`src/rtl/muldiv_if.sv`:
```
// Bundle between the EX stage and the iterative multiply/divide engine.
// Launch side: Start, Op, operands, HiLoIn and Flush. Return side: Busy and the one-cycle HiLo write.
interface muldiv_if #(
  parameter int WIDTH = 32
);
  // Start is only a request: it is acted on in a cycle where Busy=0 and Flush=0,
  // and ignored otherwise. WriteData is valid only while WriteEnable=1.
  logic [2:0]         Op;
  logic               Start;
  logic [WIDTH-1:0]   OperandA;
  logic [WIDTH-1:0]   OperandB;
  logic [2*WIDTH-1:0] HiLoIn;
  logic               Flush;
  logic               Busy;
  logic               WriteEnable;
  logic [2*WIDTH-1:0] WriteData;

  modport master (
    output Start, Op, OperandA, OperandB, HiLoIn, Flush,
    input  Busy, WriteEnable, WriteData
  );

  modport slave (
    input  Start, Op, OperandA, OperandB, HiLoIn, Flush,
    output Busy, WriteEnable, WriteData
  );
endinterface

```
`src/rtl/muldiv_unit.sv`:
```
// Iterative radix-2 MULT/DIV/MADD/MSUB engine. It takes one operand step per cycle,
// then does a sign/accumulate fix-up and issues a single registered write to HiLo.
module muldiv_unit #(
  parameter int WIDTH = 32
) (
  input  logic        Clock,
  input  logic        Reset,
  muldiv_if.slave     bus,
  output logic [1:0]  dbg_state
);
  localparam int CW = $clog2(WIDTH);

  typedef enum logic [1:0] {S_IDLE, S_CALC, S_FIX, S_DONE} state_e;

  state_e             state_q, state_d;
  logic [2:0]         op_q, op_d;
  logic [WIDTH-1:0]   a_q, a_d;
  logic [WIDTH-1:0]   b_q, b_d;
  logic [WIDTH-1:0]   a_raw_q, a_raw_d;
  logic [WIDTH-1:0]   rem_q, rem_d;
  logic [2*WIDTH-1:0] acc_q, acc_d;
  logic [2*WIDTH-1:0] hilo_q, hilo_d;
  logic [2*WIDTH-1:0] wdata_q, wdata_d;
  logic               a_neg_q, a_neg_d;
  logic               b_neg_q, b_neg_d;
  logic [CW-1:0]      cnt_q, cnt_d;
  logic               we_q, we_d;

  logic               is_div, is_signed, is_acc, is_sub;
  logic [WIDTH:0]     mul_sum;
  logic [WIDTH:0]     div_shift;
  logic               div_ge;
  logic [2*WIDTH-1:0] prod, result;
  logic [WIDTH-1:0]   quo, rem;

  // Op[2] selects the accumulate family, where Op[1] means subtract; otherwise Op[1] means divide.
  assign is_div    = ~op_q[2] & op_q[1];
  assign is_signed = ~op_q[0];
  assign is_acc    = op_q[2];
  assign is_sub    = op_q[2] & op_q[1];

  // a_q holds the multiplicand, or the dividend that turns into the quotient.
  // b_q holds the multiplier, shifted right each step, or the divisor, which stays put.
  assign mul_sum   = {1'b0, acc_q[2*WIDTH-1:WIDTH]} + {1'b0, (b_q[0] ? a_q : '0)};
  assign div_shift = {rem_q, a_q[WIDTH-1]};
  assign div_ge    = div_shift >= {1'b0, b_q};

  always_comb begin
    prod   = (is_signed && (a_neg_q ^ b_neg_q)) ? -acc_q : acc_q;
    quo    = (is_signed && (a_neg_q ^ b_neg_q)) ? -a_q : a_q;
    rem    = (is_signed && a_neg_q) ? -rem_q : rem_q;
    result = prod;
    if (is_div) begin
      // A zero divisor reports Hi = dividend and Lo = all ones, whatever the signs.
      if (b_q == '0) result = {a_raw_q, {WIDTH{1'b1}}};
      else           result = {rem, quo};
    end else if (is_acc) begin
      result = is_sub ? (hilo_q - prod) : (hilo_q + prod);
    end
  end

  always_comb begin
    state_d = state_q;
    op_d    = op_q;
    a_d     = a_q;
    b_d     = b_q;
    a_raw_d = a_raw_q;
    rem_d   = rem_q;
    acc_d   = acc_q;
    hilo_d  = hilo_q;
    wdata_d = wdata_q;
    a_neg_d = a_neg_q;
    b_neg_d = b_neg_q;
    cnt_d   = cnt_q;
    we_d    = 1'b0;
    case (state_q)
      S_IDLE: begin
        if (bus.Start && !bus.Flush) begin
          op_d    = bus.Op;
          a_raw_d = bus.OperandA;
          a_neg_d = ~bus.Op[0] & bus.OperandA[WIDTH-1];
          b_neg_d = ~bus.Op[0] & bus.OperandB[WIDTH-1];
          a_d     = a_neg_d ? -bus.OperandA : bus.OperandA;
          b_d     = b_neg_d ? -bus.OperandB : bus.OperandB;
          hilo_d  = bus.HiLoIn;
          acc_d   = '0;
          rem_d   = '0;
          cnt_d   = '0;
          state_d = S_CALC;
        end
      end
      S_CALC: begin
        if (bus.Flush) begin
          state_d = S_IDLE;
        end else begin
          if (is_div) begin
            rem_d = div_ge ? (div_shift[WIDTH-1:0] - b_q) : div_shift[WIDTH-1:0];
            a_d   = {a_q[WIDTH-2:0], div_ge};
          end else begin
            acc_d = {mul_sum, acc_q[WIDTH-1:1]};
            b_d   = b_q >> 1;
          end
          cnt_d = cnt_q + CW'(1);
          if (cnt_q == CW'(WIDTH - 1)) state_d = S_FIX;
        end
      end
      S_FIX: begin
        if (bus.Flush) begin
          state_d = S_IDLE;
        end else begin
          wdata_d = result;
          we_d    = 1'b1;
          state_d = S_DONE;
        end
      end
      S_DONE: state_d = S_IDLE;
      default: state_d = S_IDLE;
    endcase
  end

  always_ff @(posedge Clock or negedge Reset) begin
    if (!Reset) begin
      state_q <= S_IDLE;
      op_q    <= '0;
      a_q     <= '0;
      b_q     <= '0;
      a_raw_q <= '0;
      rem_q   <= '0;
      acc_q   <= '0;
      hilo_q  <= '0;
      wdata_q <= '0;
      a_neg_q <= 1'b0;
      b_neg_q <= 1'b0;
      cnt_q   <= '0;
      we_q    <= 1'b0;
    end else begin
      state_q <= state_d;
      op_q    <= op_d;
      a_q     <= a_d;
      b_q     <= b_d;
      a_raw_q <= a_raw_d;
      rem_q   <= rem_d;
      acc_q   <= acc_d;
      hilo_q  <= hilo_d;
      wdata_q <= wdata_d;
      a_neg_q <= a_neg_d;
      b_neg_q <= b_neg_d;
      cnt_q   <= cnt_d;
      we_q    <= we_d;
    end
  end

  assign bus.Busy        = (state_q != S_IDLE);
  assign bus.WriteEnable = we_q;
  assign bus.WriteData   = wdata_q;
  assign dbg_state       = state_q;
endmodule

```
`src/flat_wrapper.sv`:
```
// flat-port wrapper written by rule: the top's interface ports become plain ports
module muldiv_unit_flat 
#(
  parameter int WIDTH = 32
)
  (Clock, Reset, dbg_state, bus_Start, bus_Op, bus_OperandA, bus_OperandB, bus_HiLoIn, bus_Flush, bus_Busy, bus_WriteEnable, bus_WriteData);
  muldiv_if #(.WIDTH(WIDTH)) bus_i ();
  input  logic Clock;
  input  logic Reset;
  output logic [1:0] dbg_state;
  input wire logic [$bits(bus_i.Start)-1:0] bus_Start;
  input wire logic [$bits(bus_i.Op)-1:0] bus_Op;
  input wire logic [$bits(bus_i.OperandA)-1:0] bus_OperandA;
  input wire logic [$bits(bus_i.OperandB)-1:0] bus_OperandB;
  input wire logic [$bits(bus_i.HiLoIn)-1:0] bus_HiLoIn;
  input wire logic [$bits(bus_i.Flush)-1:0] bus_Flush;
  output wire logic [$bits(bus_i.Busy)-1:0] bus_Busy;
  output wire logic [$bits(bus_i.WriteEnable)-1:0] bus_WriteEnable;
  output wire logic [$bits(bus_i.WriteData)-1:0] bus_WriteData;
  assign bus_i.Start = bus_Start;
  assign bus_i.Op = bus_Op;
  assign bus_i.OperandA = bus_OperandA;
  assign bus_i.OperandB = bus_OperandB;
  assign bus_i.HiLoIn = bus_HiLoIn;
  assign bus_i.Flush = bus_Flush;
  assign bus_Busy = bus_i.Busy;
  assign bus_WriteEnable = bus_i.WriteEnable;
  assign bus_WriteData = bus_i.WriteData;
  muldiv_unit #(.WIDTH(WIDTH)) u_core (.Clock(Clock), .Reset(Reset), .bus(bus_i), .dbg_state(dbg_state));
endmodule
```
`config.mk`:
```
export PLATFORM = sky130hd
export DESIGN_NAME = muldiv_unit_flat
export DESIGN_NICKNAME = d
export VERILOG_FILES = /design/src/rtl/muldiv_if.sv /design/src/rtl/muldiv_unit.sv /design/src/flat_wrapper.sv
export SDC_FILE = /design/constraint.sdc
export NUM_CORES = 1
export LEC_CHECK = 0
export CORE_MARGIN = 10
export CORE_UTILIZATION = 50
export DETAILED_ROUTE_END_ITERATION = 16
export GPL_TIMING_DRIVEN = 0
export PLACE_DENSITY = 0.7
export SLEW_MARGIN = 20
export SYNTH_ARGS = -nofsm -noshare
export SYNTH_HDL_FRONTEND = slang
export SYNTH_SLANG_ARGS = --single-unit
```
`constraint.sdc`:
```
create_clock -name Clock -period 8.9 [get_ports Clock]
set_input_delay 1.78 -clock Clock [delete_from_list [all_inputs] [get_ports Clock]]
set_output_delay 1.78 -clock Clock [all_outputs]
set_load 0.1 [all_outputs]
```
==> run_1/gates.png <==
Drawn at 1.5 px/um.
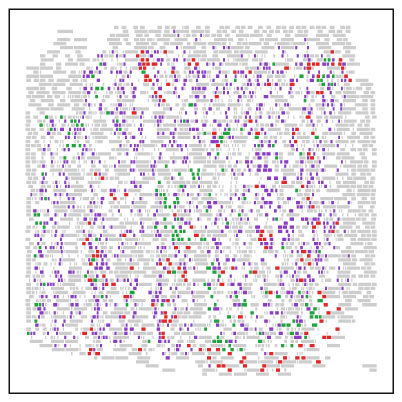
[aoi and oai cells] purple | cells: 929 | where: widely spread
[and/or cells] green | cells: 166
[non-inverting ao/oa cells] red | cells: 162

==> run_1/class_map.png <==
Drawn at 1.5 px/um. Fill, decap, tap and diode cells in grey.
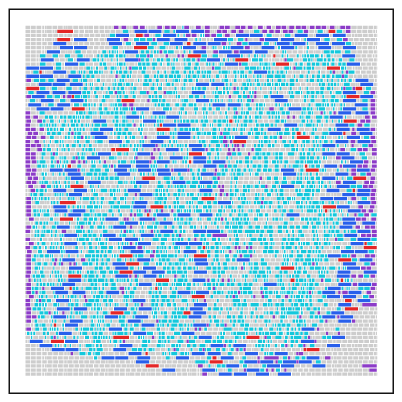
[remaining logic cells] cyan | cells: 2881 | share of their area: 59%
[clock drivers and dummy loads] red | cells: 74 | share of their area: 4.2%
[remaining buffers and delay cells] purple | cells: 421 | share of their area: 9.5%
[registers] blue | cells: 333 | share of their area: 27%

==> run_1/sizing.png <==
Drawn at 1.5 px/um.
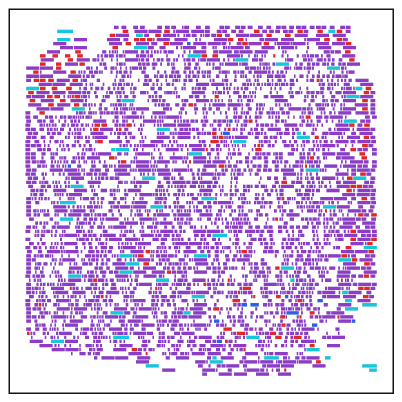
[x6 and larger] cyan | cells: 60 | share: 1.6% | most used: clkbuf_16
[x1 and smaller] purple | cells: 3477 | share: 94% | most used: nand2_1
[x3 and x4] blue | cells: 13 | share: 0.35% | most used: or4_4
[x2] red | cells: 159 | share: 4.3% | most used: mux2_2
Non-Clock Buffer Count: 421
area growth from synthesis to layout: 16.0%
post-route design area: 32000 um^2
slack of the critical path: 0.417 ns

==> out/results.ini, run 1 <==
[outcome]
status = finished clean

[power]
vdd_drop_max_mv = 0.246
cellLeakagePower_nw = 13.6

[setup_path]
path_depth = 26
cp-start-kind = flop
criticalPathCategory = reg2reg
cpMaxStageDelayCell = dfrtp_1
cpLargestDelayFamily = AND-OR/OR-AND gates
slowest_delay_ns = 0.64
crit_path_end_kind = flop
crit_buf_inv = 4
cp_common_cell = o21ai_0

[worst_hold_path]
holdPathStages = 2

[final_timing]
holdWs_ns = 0.480
max_slew_margin_pct = 19.6
fmax_ghz = 0.118
setup_viol = 0
rsz0062_at_grt = no

[clock_tree]
cts_buffers = 40
cts_max_path_buffers = 3
path_clk_slew_ns = 0.07
cts_hold_buffers = 0

[synthesis]
synthDistinctLibCells = 89
ff_type = dfrtp_1
ys.flops = 333
postSynthSeqShare_pct = 30.2
ys_async_sr_fraction_pct = 100
yosys_warnings = 0
syn_avg_cell_area_um2 = 8.05

[layout]
nets = 3951
drive_gt1_share_pct = 6.26

[grt]
grt_max_degree = 98
grt_pass1_wl_um = 170000
grt_pass1_vias = 26400

[place]
postPlaceCellArea_um2 = 30600
dp_worst_setup_slack_ns = -0.0640
gp_congestion = 1.07

[detailed_routing]
drt_iter0_drc = 3113
vias_per_cell = 6.40
wl_per_cell_um = 26.3

[floorplan]
core_area_um2 = 54900
die_x_um = 255

[run 1: metal layers]
metal	global-route usage [%]	share of wire [%]	vias up
met5	0.463	0.059	-
li1	-	-	12900
met2	52.9	42	1728
met4	23.8	8.1	6
met3	9.03	11	402
met1	43.3	38	13200
[run 1: area by class of cell]
class	instances	area, um^2	area share, %
Antenna cell	1	2.50	0.00781
Buffer	214	831	2.59
Clock inverter	20	198	0.617
Inverter	106	398	1.24
Multi-Input combinational cell	2775	18100	56.6
Timing Repair Buffer	207	2140	6.68
Clock buffer	54	1120	3.51
Sequential cell	333	8330	26.0
Tap cell	704	881	2.75
[run 1: synth_stat cells, types with 15 or more instances]
cell type	count	area (um^2)
a211oi_1	34	255
a21o_1	76	571
a21oi_1	320	1600
a221oi_1	15	131
a22o_1	35	307
a31oi_1	54	338
and2_1	46	288
and3_1	23	144
clkbuf_1	195	732
dfrtp_1	333	8330
ha_1	136	1700
inv_1	106	398
mux2_2	100	1130
mux2i_1	25	250
nand2_1	351	1320
nand2b_1	16	100
nand3_1	49	245
nand4_1	39	244
nor2_1	297	1110
nor2b_1	17	106
nor3_1	70	350
nor4_1	53	332
o211ai_1	17	128
o21ai_0	326	1630
o21bai_1	24	180
o221ai_1	18	158
o31ai_1	32	240
o41ai_1	23	201
or3_1	39	244
or4_1	19	143
xnor2_1	172	1510
xor2_1	166	1450
[run 1: path summary, 6_finish.rpt]
| path | end | from | slack [ns] |
|---|---|---|---|
| max | u_core.bus.WriteData[63] | u_core.op_q[0] | 0.42 |
| max in group asynchronous | u_core.bus.WriteData[39] | Reset | 6.88 |
| max reg2reg | u_core.bus.WriteData[63] | u_core.op_q[0] | 0.42 |
| min | u_core.bus.WriteData[46] | u_core.bus.WriteData[46] | 0.48 |
| min in group asynchronous | u_core.acc_q[8] | Reset | 1.16 |
| min reg2reg | u_core.bus.WriteData[46] | u_core.bus.WriteData[46] | 0.48 |
[run 1: power by group]
part | leakage [nW] | switching, mW | internal [mW]
registers | 4.29 | 0.312 | 1.75
logic | 8.68 | 3.86 | 2.06
clock network | 0.651 | 0.731 | 0.980
[run 1: logic make-up after synthesis]
logic type	Yosys count	share of synthesized area, %
AND-OR/OR-AND	1091	24.5
adder cells (fa/ha/maj)	139	6.38
flip-flops	333	30.2
buffers and inverters	321	4.46
XOR/XNOR	338	10.7
AND/OR/NAND/NOR	1082	18.8
multiplexers	125	4.99
[run 1: placed cells by master, fill, tap and decap left out, drive strengths merged, types with 27 or more instances in the layout]
cell type	n
nor2	297
and2	46
ha	136
a211oi	35
o21ai	326
dfrtp	333
nor3	72
clkdlybuf4s50	200
a31oi	54
a21oi	320
nor4	53
a22o	37
or3	40
nand3	49
o31ai	32
xor2	166
nand4	39
mux2	100
inv	110
buf	27
nand2	351
xnor2	172
a21o	76
clkbuf	248
[run 1: flip-flops by register name, indices dropped and copies added, names as in the netlist, 3 cells and up]
signal,count
u_core.cnt_q,5
u_core.b_q,32
u_core.bus.WriteData,64
u_core.acc_q,64
u_core.a_q,32
u_core.hilo_q,64
u_core.rem_q,32
u_core.a_raw_q,32
u_core.op_q,3
==> run_1/m3.png <==
Drawn at 2 px/um.
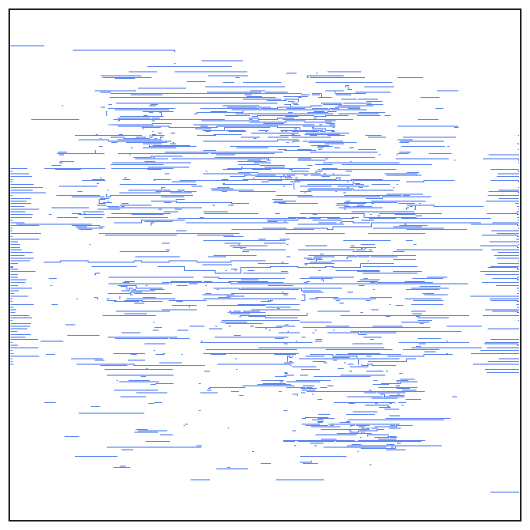

==> inputs of run 2 (changes only) <==
Settings changed: PLACE_DENSITY 0.7 to 0.68, SLEW_MARGIN 20 to 10.
==> run_2/m3.png <==
Drawn at 2 px/um.
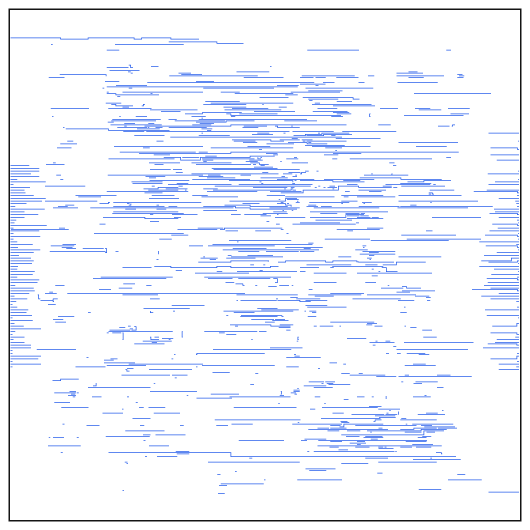
wire length on this layer: 11500 um
main direction: horizontal
Routed Wire Length: 121000 um
met3 usage: 7.03%
via count: 28300

==> run 2 against run 1 <==
Compared with the run above: combinational power up 2%; non-clock buffer count down 2; power is 1.5% higher; synthesized cell count unchanged; fmax fell by 0.56%; worst hold slack got worse by 0.0028 ns; worst setup slack worse by 0.048 ns; die size stayed put; clock power hardly changed; flip-flop count is the same.
==> out/results.ini, run 2 <==
[setup_path]
crit_buf_inv = 3
slowest_delay_ns = 0.99
cpMaxStageDelayCell = xor2_1
r2r-start = u_core.acc_q[0]
r2r_slack_ns = 0.37
crit_path_end_kind = flop
reg2reg_to = u_core.bus.WriteData[63]
criticalPathCategory = reg2reg
cp-start-kind = flop

[clock_tree]
cts_max_path_buffers = 3
cts_hold_buffers = 0
cts_buffers = 41

[power]
p_seq_share_pct = 20.9
power.share.clock_pct = 17.7
cellLeakagePower_nw = 13.6
internal_power_mw = 4.83
switchingPower_mw = 5.01
vdd_drop_max_mv = 0.210

[synthesis]
ff_type = dfrtp_1
synthTopCellsByCount = nand2_1, dfrtp_1, o21ai_0, a21oi_1, nor2_1
xor_share_pct = 10.7
synth_simple_gate_area_share_pct = 18.8
aoi_share_pct = 24.5
synthDistinctLibCells = 89
yosys_warnings = 0
postSynthSeqShare_pct = 30.2
syn_avg_cell_area_um2 = 8.05
ys_top_logic_family = AND-OR/OR-AND gates
top_cells_by_area = dfrtp_1, ha_1, o21ai_0
ys.flops = 333
yosys.area_share.adder_pct = 6.38
netlist.area_leader.share_pct = 30.2
mux_share_pct = 4.99
ys_async_sr_fraction_pct = 100

[final_timing]
max_slew_margin_pct = 11.8
setup_viol = 0
fmax_ghz = 0.117
holdWs_ns = 0.477
period_needed_ns = 8.53
rsz0062_at_grt = no

[place]
gp_congestion = 1.07
dp_hpwl_um = 97200

[floorplan]
die_x_um = 255

[layout]
drive_gt1_share_pct = 6.13
comb_area_um2 = 18100
final_common_cell = nand2_1
area_growth_pct = 16.1
regArea_um2 = 8330
nets = 3950

[worst_hold_path]
holdPathStages = 2
min-delay-start = u_core.bus.WriteData[32]

[outcome]
status = finished clean

[detailed_routing]
vias_per_cell = 6.42
drt_iter0_drc = 3066
wl_per_cell_um = 27.3

[grt]
grt_pass1_wl_um = 174000
grt_max_degree = 72
grt_pass1_vias = 26200

==> run_2/class_map.png <==
Drawn at 1.5 px/um. Fill, decap, tap and diode cells in grey.
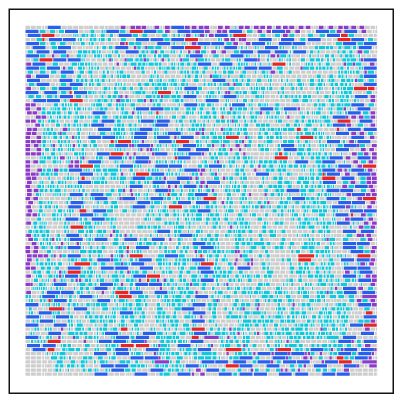
[registers] blue | cells: 333 | share of their area: 27%
[clock drivers and dummy loads] red | cells: 72 | share of their area: 4.4%
[remaining buffers and delay cells] purple | cells: 419 | share of their area: 9.5%
[remaining logic cells] cyan | cells: 2881 | share of their area: 59%
core area: 54900 um^2
post-route design area: 32100 um^2

==> run 2: worst max path at each step <==
stage,from,end,slack [ns],depth (start not counted)
3_3_place_gp,Reset,u_core.a_raw_q[11],-9.02,1
4_1_cts,u_core.op_q[0],u_core.bus.WriteData[63],0.15,27
3_5_place_dp,u_core.acc_q[0],u_core.bus.WriteData[63],-0.08,27
2_1_floorplan,u_core.acc_q[0],u_core.bus.WriteData[61],2.56,25
6_report,u_core.acc_q[0],u_core.bus.WriteData[63],0.37,24
5_1_grt,u_core.acc_q[0],u_core.bus.WriteData[63],0.03,27
==> run 2: per-layer routing <==
layer | wire length [um] | vias up | GRT usage (%)
met5 | 0 | - | 0
met4 | 9050 | 0 | 23.3
met3 | 11500 | 346 | 7.03
met2 | 52900 | 1540 | 56.2
met1 | 47200 | 13400 | 44.8
li1 | - | 13000 | -
==> run 2: stage by stage <==
stage	setup slack (ns)	utilization, %	power [mW]	std cells
CTS	0.153	58.3	9.60	4410
detailed placement	-0.0808	55.8	7.83	4338
finish	0.369	58.4	9.83	4411
global placement	-9.02	55.6	7.85	4334
floorplan	2.56	-	5.99	3429
global route	0.0302	58.4	10.3	4409
==> run 2: kinds of logic (layout without fill, tap and decap cells) <==
group / Yosys count / in the layout
adder cells (fa/ha/maj): 139 / 139
AND-OR/OR-AND: 1091 / 1091
buffers and inverters: 321 / 597
XOR/XNOR: 338 / 338
AND/OR/NAND/NOR: 1082 / 1082
other: 0 / 2
multiplexers: 125 / 125
flip-flops: 333 / 333
==> run 2: worst min-delay path, delay by kind of cell (launching register included) <==
family / cells / cell delay (ns)
AOI/OAI and AO/OA: 1 / 0.06
DFF: 1 / 0.34
and+or+nand+nor: 1 / 0.04
==> run 2: power by group through the flow <==
stage | Sequential, mW | Combinational [mW] | Clock (mW)
after floorplan | 2.16 | 3.83 | 0
after global placement | 2.06 | 5.79 | 0
after detailed placement | 2.06 | 5.77 | 0
after CTS | 2.04 | 5.81 | 1.75
after global routing | 2.07 | 6.44 | 1.82
final | 2.06 | 6.04 | 1.74
==> run 2: final cells by class <==
cell class                 instances  area share [%]
clock inverter                    15           0.582
timing repair buffer             205            6.64
inverter                         106            1.24
antenna                            2          0.0156
multi-input combinational       2775            56.5
tap                              704            2.75
clock buffer                      57            3.70
buffer                           214            2.60
sequential                       333            26.0
No activity file was given, so power comes from the tool's default toggle rates.
